Figure 1. The metal 1 layer (run 1).
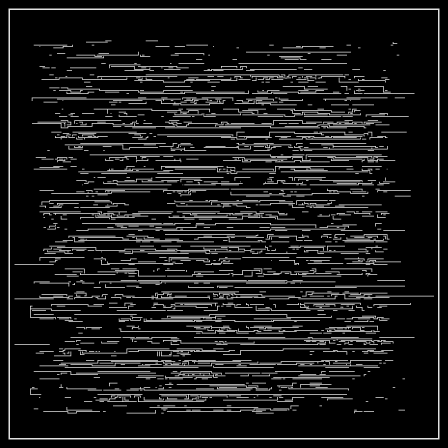
Figure 2. Met2 routing (run 1).
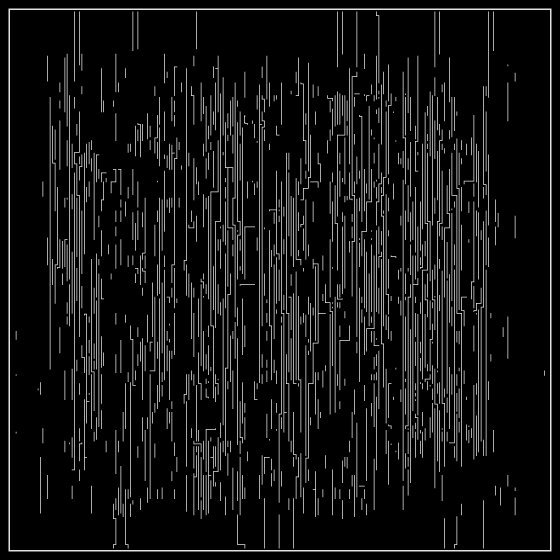
Figure 3. The metal 3 layer (run 1).
Bar = 20 um. Cells faint in the background.
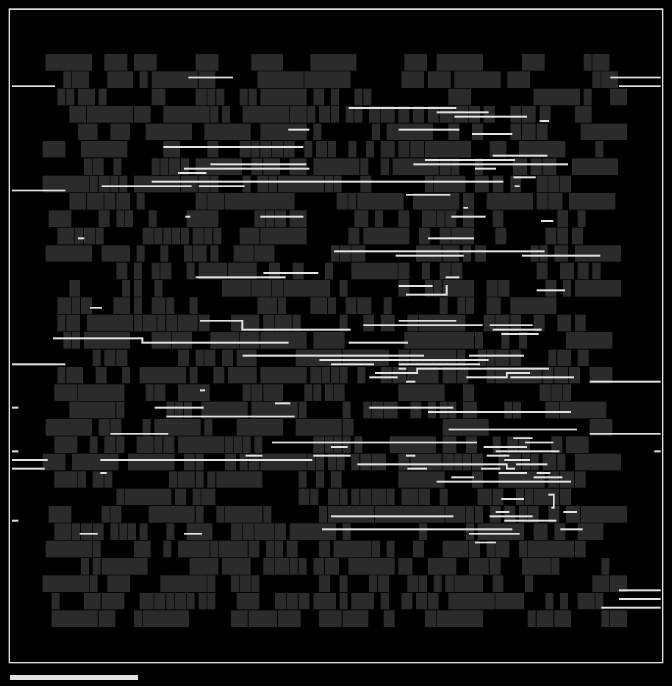
Design tt_um_serial_adder, sky130hd; sources not shown.
==> impl_metrics.json, run 1 <==
{
  "syn_area_sq_mm": 0.004488,
  "layout_top_cells": "122 x nand2_1, 82 x dfxtp_1, 65 x o21ai_0, 52 x nand3_1, 49 x inv_1",
  "rr_worst_depth": 16,
  "grt_pass1_vias": 4019,
  "dieArea_sq_mm": 0.01041,
  "stdcell_count": 769,
  "pre_cts_slack_ps": 234.4,
  "sh_seq_area_pct": 31.93,
  "drive_above_1_share_pct": 11.30,
  "postCtsSetupRepairBufs": 0,
  "maxCapViolCount": 0,
  "path_cells": "buf_2 > inv_1 > buf_2 > ha_1 > clkbuf_1 > nand3_1 > a311oi_1 > fa_1 > inv_1 > fa_1 > nand3_1 > nand2_1 > xnor2_1 > nand2_1 > o211ai_1 > inv_1",
  "nNonClkInverters": 57,
  "grt_max_degree": 14,
  "die_h_um": 102.0,
  "cp-start-kind": "flip-flop",
  "reg2reg_setup_slack_ps": 360,
  "drtPass1Iterations": 5,
  "drt_first_iter_violations": 353,
  "p_switching_mw": 0.6137,
  "top_power_group": "sequential cells",
  "p_total_mw": 1.921,
  "p_per_area_mw_per_mm2": 373.7,
  "status": "complete, no violations",
  "fp_util_pct": 54.62,
  "ys_area_sq_mm": 0.004488,
  "antenna_left": 0,
  "layout_top_cell": "nand2_1",
  "logic_area_sq_mm": 0.002341,
  "hold_ws_ps": 365.1,
  "cp_data_required_time_ps": 4560,
  "avgRoutedWirePerCell_um": 17.78,
  "cts_buffers": 9,
  "hold_viol": 0,
  "ios": 43,
  "root_buffer": "clkbuf_8",
  "clock_area_share_pct": 4.551,
  "dp.cells": 753,
  "max_slew_margin_pct": 56.03,
  "min_path_cells": 2,
  "hold_buffers": 0,
  "clock_buffers": 11,
  "critPathMostFrequentCell": "inv_1",
  "vdd_ir_drop_max_mv": 0.2410,
  "regArea_sq_mm": 0.001642,
  "finalCriticalPeriod_ps": 4040,
  "viasPerCell": 5.640
}
About Figure 1:
main direction: horizontal
longest straight run: 44.6 um
wire length on this layer: 6260 um
share of all routed wire: 46%
via count: 4337
final WL: 13.68 mm

About Figure 2:
main direction: vertical
longest straight run: 56.8 um
M2 GR Usage: 40.08%

About Figure 3:
share of all routed wire: 7.9%
main direction: horizontal
met3 usage: 4.096%

run 1: Yosys cell counts, types with 4 or more instances:
cell | count | share of area [%]
xor2_1 | 9 | 1.8
ha_1 | 15 | 4.2
inv_2 | 7 | 0.59
inv_1 | 49 | 4.1
nand4_1 | 5 | 0.70
clkbuf_1 | 11 | 0.92
buf_6 | 7 | 1.8
a31oi_1 | 33 | 4.6
buf_2 | 12 | 1.3
o21ai_1 | 8 | 0.89
o21ai_2 | 4 | 0.78
nand2_1 | 122 | 10
o211ai_1 | 8 | 1.3
nand3_1 | 52 | 5.8
a21oi_1 | 33 | 3.7
buf_4 | 19 | 3.2
o22ai_1 | 7 | 0.98
nor2_1 | 31 | 2.6
o21a_1 | 7 | 1.2
o21ai_0 | 65 | 7.2
dfxtp_1 | 82 | 37
run 1: kinds of logic after synthesis:
| kind of cell | share of synthesized area, % |
|---|---|
| simple gates | 21.66 |
| compound gates | 22.27 |
| buf+inv | 12.10 |
| flops | 36.58 |
| fa+ha+maj | 5.074 |
| xor+xnor | 2.147 |
| other cells | 0.1673 |
run 1: routing by layer:
| layer | routed length (um) | vias to the layer above | share of wire [%] | global-route usage [%] |
|---|---|---|---|---|
| met3 | 1078 | 31 | 7.9 | 4.096 |
| met4 | 497 | 0 | 3.6 | 14.43 |
| met5 | 0 | - | 0 | 0 |
| met1 | 6257 | 1962 | 46 | 38.82 |
| li1 | - | 2135 | - | - |
| met2 | 5842 | 209 | 43 | 40.08 |
run 1: worst max-delay path: cells and delay by family (launching register included):
family	cells	cell delay [ps]
AND-OR/OR-AND	2	480
flip-flops	1	330
adder cells (fa/ha/maj)	3	890
XOR/XNOR	1	470
buffers and inverters	6	1220
AND/OR/NAND/NOR	4	430
==> inputs of run 2 (changes only) <==
- ABC_CLOCK_PERIOD_IN_PS: unset -> 4400
- SLEW_MARGIN: unset -> 5
==> run 2 against run 1 <==
Global-route usage stayed put. Hold slack unchanged. Register-to-register slack hardly changed. Synthesized cell count did not move. Die area is the same. Combinational power barely moved. Cell count is the same. Setup slack unchanged. Critical path type unchanged. Largest cell class unchanged.
==> impl_metrics.json, run 2 <==
{
  "vias": 4337,
  "maxCapViolCount": 0,
  "rr_worst_depth": 16,
  "cp.depth": 16,
  "use_met3_pct": 4.096,
  "finalCriticalPeriod_ps": 4040,
  "reg2reg_setup_slack_ps": 360,
  "status": "complete, no violations",
  "p_per_area_mw_per_mm2": 373.7,
  "viasPerCell": 5.640,
  "dieArea_sq_mm": 0.01041,
  "top_area_cell": "dfxtp_1",
  "syn_area_sq_mm": 0.004488,
  "p_total_mw": 1.921,
  "drt_first_iter_violations": 353,
  "antenna_left": 0,
  "postCtsSetupRepairBufs": 0,
  "dp.cells": 753,
  "drtPass1Iterations": 5,
  "cp_data_required_time_ps": 4560,
  "yosys.area.top_type_share_pct": 36.58,
  "most_common_cell": "nand2_1"
}
[run 2: cell counts in the layout (fill, tap and decap cells not counted)]
No cell type changed its count.
[run 2: worst register-to-register path: stages (launching register included)]
cell	delay [ps]
dfxtp_1	330
buf_2	200
inv_1	220
buf_2	300
ha_1	240
clkbuf_1	390
nand3_1	130
a311oi_1	380
fa_1	240
inv_1	60
fa_1	430
nand3_1	110
nand2_1	80
xnor2_1	470
nand2_1	110
o211ai_1	100
inv_1	50
[run 2: kinds of logic (layout without fill, tap and decap cells)]
kind of cell               Yosys count  count (layout)  share of synthesized area [%]
buffers and inverters              107             148                          12.10
other                                2              12                         0.1673
AOI/OAI and AO/OA                  172             172                          22.27
DFF                                 82              82                          36.58
adders and majority gates           17              17                          5.074
xor gates and xnor gates            11              11                          2.147
and+or+nand+nor                    222             222                          21.66
[run 2: layout make-up]
| cell class | instances | area [sq um] |
|---|---|---|
| clock buffer | 11 | 131.4 |
| inverter | 57 | 216.5 |
| buffer | 50 | 326.6 |
| clock inverter | 5 | 102.6 |
| fill | 780 | 3075 |
| timing repair buffer | 25 | 250.2 |
| multi-input combinational | 434 | 2341 |
| tap | 105 | 131.4 |
| sequential | 82 | 1642 |
[run 2: per-layer routing]
layer | vias up | part of all wire (%)
met1 | 1962 | 46
met3 | 31 | 7.9
met5 | - | 0
li1 | 2135 | -
met4 | 0 | 3.6
met2 | 209 | 43
[run 2: where the power goes]
group          internal, mW  switching, mW  leakage (nW)  total [mW]
clock                 0.377          0.294         0.114       0.671
combinational         0.155          0.301          1.48       0.455
sequential            0.776         0.0195         0.666       0.795
total                  1.31          0.614          2.26        1.92
Figure 4. The metal 1 layer (run 2).
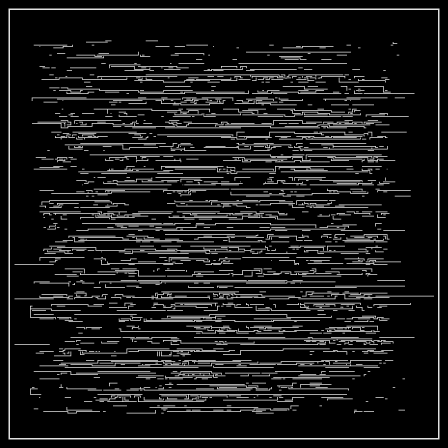
nets with wire on the layer: 650
main direction: horizontal
met1 GRT Util: 38.82%

Figure 5. Metal 4 (run 2).
Bar = 20 um.
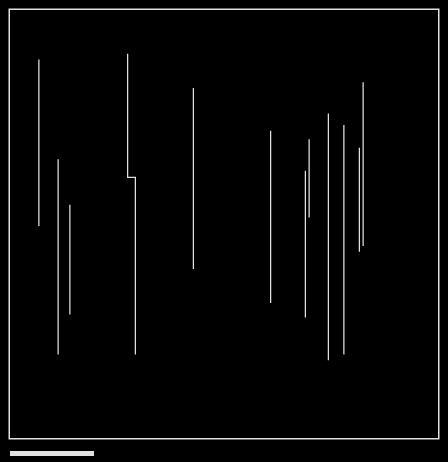
wire length on this layer: 498 um
longest straight run: 58.5 um
share of all routed wire: 3.6%
main direction: vertical

No activity file was given, so power comes from the tool's default toggle rates.
